==> config.mk <==
export PLATFORM = sky130hd
export DESIGN_NAME = sw_debounce
export DESIGN_NICKNAME = d
export VERILOG_FILES = /design/src/rtl/sw_debounce.sv
export SDC_FILE = /design/constraint.sdc
export NUM_CORES = 1
export LEC_CHECK = 0
export CAP_MARGIN = 20
export CELL_PAD_IN_SITES_DETAIL_PLACEMENT = 1
export CELL_PAD_IN_SITES_GLOBAL_PLACEMENT = 2
export CORE_MARGIN = 8
export CORE_UTILIZATION = 35
export CTS_CLUSTER_DIAMETER = 30
export DETAILED_ROUTE_END_ITERATION = 6
export PLACE_DENSITY = 0.82
export SYNTH_ARGS = -nofsm -noshare
export SYNTH_HDL_FRONTEND = slang
export SYNTH_SLANG_ARGS = --single-unit
export TNS_END_PERCENT = 30
==> constraint.sdc <==
create_clock -name clk -period 1.6 [get_ports clk]
set_input_delay 0.32 -clock clk [delete_from_list [all_inputs] [get_ports clk]]
set_output_delay 0.32 -clock clk [all_outputs]
set_load 0.005 [all_outputs]
==> src/rtl/sw_debounce.sv <==
// rtl/sw_debounce.sv - per-switch synchroniser, debouncer and edge-pulse generator
// Optional feature macro: SW_DEBOUNCE_TOGGLE_EN (adds the sw_toggle output)
module sw_debounce #(
  parameter int N_SW            = 4,
  parameter int SYNC_STAGES     = 2,
  parameter int DEBOUNCE_CYCLES = 100
) (
  input  logic            clk,
  input  logic            rst,
  input  logic [N_SW-1:0] sw,
  output logic [N_SW-1:0] sw_level,
  output logic [N_SW-1:0] sw_rise,
  output logic [N_SW-1:0] sw_fall
`ifdef SW_DEBOUNCE_TOGGLE_EN
  ,
  output logic [N_SW-1:0] sw_toggle
`endif
);

  // Counter only has to reach DEBOUNCE_CYCLES-1; the level commits there, so it never wraps.
  localparam int CNT_W = (DEBOUNCE_CYCLES > 2) ? $clog2(DEBOUNCE_CYCLES) : 1;
  localparam logic [CNT_W-1:0] CNT_LAST = CNT_W'(DEBOUNCE_CYCLES - 1);
  localparam logic [CNT_W-1:0] CNT_ONE  = CNT_W'(1);

  typedef enum logic {
    STABLE   = 1'b0,
    SETTLING = 1'b1
  } state_t;

  logic [N_SW-1:0]  sync_ff [SYNC_STAGES];
  logic [N_SW-1:0]  sync;
  state_t           state   [N_SW];
  logic [CNT_W-1:0] cnt     [N_SW];
  logic [N_SW-1:0]  commit;
  logic [N_SW-1:0]  rise_nxt;
  logic [N_SW-1:0]  fall_nxt;

  assign sync = sync_ff[SYNC_STAGES-1];

  // Multi-flop synchroniser bringing the raw asynchronous switches into clk.
  always_ff @(posedge clk) begin
    if (rst) begin
      for (int k = 0; k < SYNC_STAGES; k++) begin
        sync_ff[k] <= '0;
      end
    end else begin
      sync_ff[0] <= sw;
      for (int k = 1; k < SYNC_STAGES; k++) begin
        sync_ff[k] <= sync_ff[k-1];
      end
    end
  end

  // Terminal-count detect per switch; shared by the FSM, the pulses and the toggle.
  always_comb begin
    commit   = '0;
    rise_nxt = '0;
    fall_nxt = '0;
    for (int i = 0; i < N_SW; i++) begin
      commit[i]   = (state[i] == SETTLING) && (sync[i] != sw_level[i]) && (cnt[i] == CNT_LAST);
      rise_nxt[i] = commit[i] & sync[i];
      fall_nxt[i] = commit[i] & ~sync[i];
    end
  end

  // Per-switch STABLE/SETTLING debounce FSM with registered level and edge pulses.
  always_ff @(posedge clk) begin
    if (rst) begin
      sw_level <= '0;
      sw_rise  <= '0;
      sw_fall  <= '0;
      for (int i = 0; i < N_SW; i++) begin
        state[i] <= STABLE;
        cnt[i]   <= '0;
      end
    end else begin
      sw_rise <= rise_nxt;
      sw_fall <= fall_nxt;
      for (int i = 0; i < N_SW; i++) begin
        case (state[i])
          STABLE: begin
            if (sync[i] != sw_level[i]) begin
              state[i] <= SETTLING;
              cnt[i]   <= CNT_ONE;
            end else begin
              cnt[i] <= '0;
            end
          end
          SETTLING: begin
            if (sync[i] == sw_level[i]) begin
              // Bounced back before the stable time elapsed: drop the attempt.
              state[i] <= STABLE;
              cnt[i]   <= '0;
            end else if (commit[i]) begin
              sw_level[i] <= sync[i];
              state[i]    <= STABLE;
              cnt[i]      <= '0;
            end else begin
              cnt[i] <= cnt[i] + CNT_ONE;
            end
          end
          default: begin
            state[i] <= STABLE;
            cnt[i]   <= '0;
          end
        endcase
      end
    end
  end

`ifdef SW_DEBOUNCE_TOGGLE_EN
  // Toggle flop flips on the same edge that launches the rise pulse.
  always_ff @(posedge clk) begin
    if (rst) begin
      sw_toggle <= '0;
    end else begin
      sw_toggle <= sw_toggle ^ rise_nxt;
    end
  end
`else
  // Toggle output and its state are not built in this configuration.
`endif

endmodule

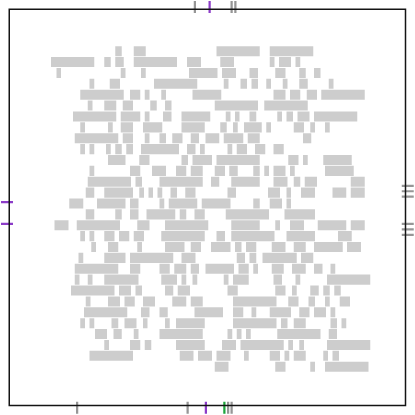
Fig. 1. Pin map.
Scale: 4 px per um. Pins as bars across the die edge, other pins in grey.
[green] `rst` | pins: 1 | direction: input | edge: bottom
[purple] `sw` | pins: 4 | direction: input | edge: 2 left, 1 bottom, 1 top
all pins by edge: 6 bottom, 6 right, 4 top, 2 left

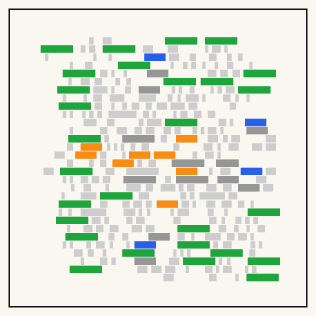
Fig. 2. Sequential cells grouped by signal name.
Scale: 3 px per um. Other sequential cells in the stronger grey, the rest of the logic in the fainter grey.
[blue] `sw_fall` | flops: 4
[orange] `sync_ff` | flops: 8 | where: middle
[green] `cnt` | flops: 28 | where: spread over the die
not coloured: 12

==> results.toml <==
# synthesis and place-and-route metrics
[status]
status = "finished with violations"
violations = "setup timing"

[finish]
layout.non_clock_buffers = 47
final_nets = 300
fillers = 747
lay_top_cells = "32 x edfxtp_1, 30 x buf_4, 28 x conb_1, 23 x nor2_1, 19 x dfxtp_1"

[synthesis]
ys_sh_mux_pct = 0.4182
yosys.area_share.simple_pct = 19.50
synth-adder-area-share_pct = 2.091
ys_top_logic_family = "simple AND/OR/NAND/NOR gates"
netlist_top_cells_count = "32 x edfxtp_1, 23 x nor2_1, 20 x dfxtp_1, 12 x nand2_1"
synth.most_common_cell = "edfxtp_1"

[clock_tree]
holdBufCountCts = 0

[global_routing]
overflow = 0

[hold_path]
holdPathEnd = "sync_ff[0][5]$_SDFF_PP0_"

[final_timing]
layout_setup_ws_ns = -0.04416
final-setup-viol-count = 1
slew_violations = 0

[power]
p_per_area_mw_per_mm2 = 832.3

[placement]
place_area_mm2 = 0.002960

[floorplanning]
die_w_um = 98.70
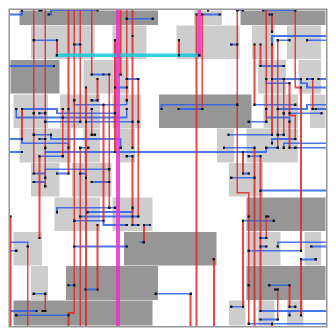
Fig. 3. Layout detail.
Window x 37 to 62, y 17 to 42 um. Cells in grey, sequential cells in the stronger grey; small squares are vias.
[blue] met1
[cyan] met3
[red] met2
[magenta] met4
most frequent: inv_1 (4), and2_1 (4)
netlist names of flops here include: `cnt` (3)
cells with their middle in the window: 36
sequential cells in the window: 6

==> worst max-delay path, delay by kind of cell (launching register included) <==
family	cells	cell delay (ns)
compound gates	2	0.38
flops	1	0.39
simple gates	1	0.59
==> registers in the layout, indices dropped and copies added (netlist names) <==
| name | count |
|---|---|
| state | 4 |
| sw_rise | 4 |
| cnt | 28 |
| sync_ff | 8 |
| sw_level | 4 |
| sw_fall | 4 |
==> what timing repair did <==
action / 4_1_cts / 5_1_grt
setup endpoints to repair: 19 / 25
gates resized: 5 / 4
setup buffers: 1 / 1
pin swaps: 9 / 10
endpoints found under the hold margin: 0 / 0
==> power by group <==
group / switching (mW) / internal (mW) / leakage, nW
combinational: 0.0936 / 0.0899 / 0.642
sequential: 0.0404 / 1.47 / 0.496
clock: 0.438 / 0.463 / 0.0541
total: 0.572 / 2.02 / 1.19
No activity file was given, so power comes from the tool's default toggle rates.
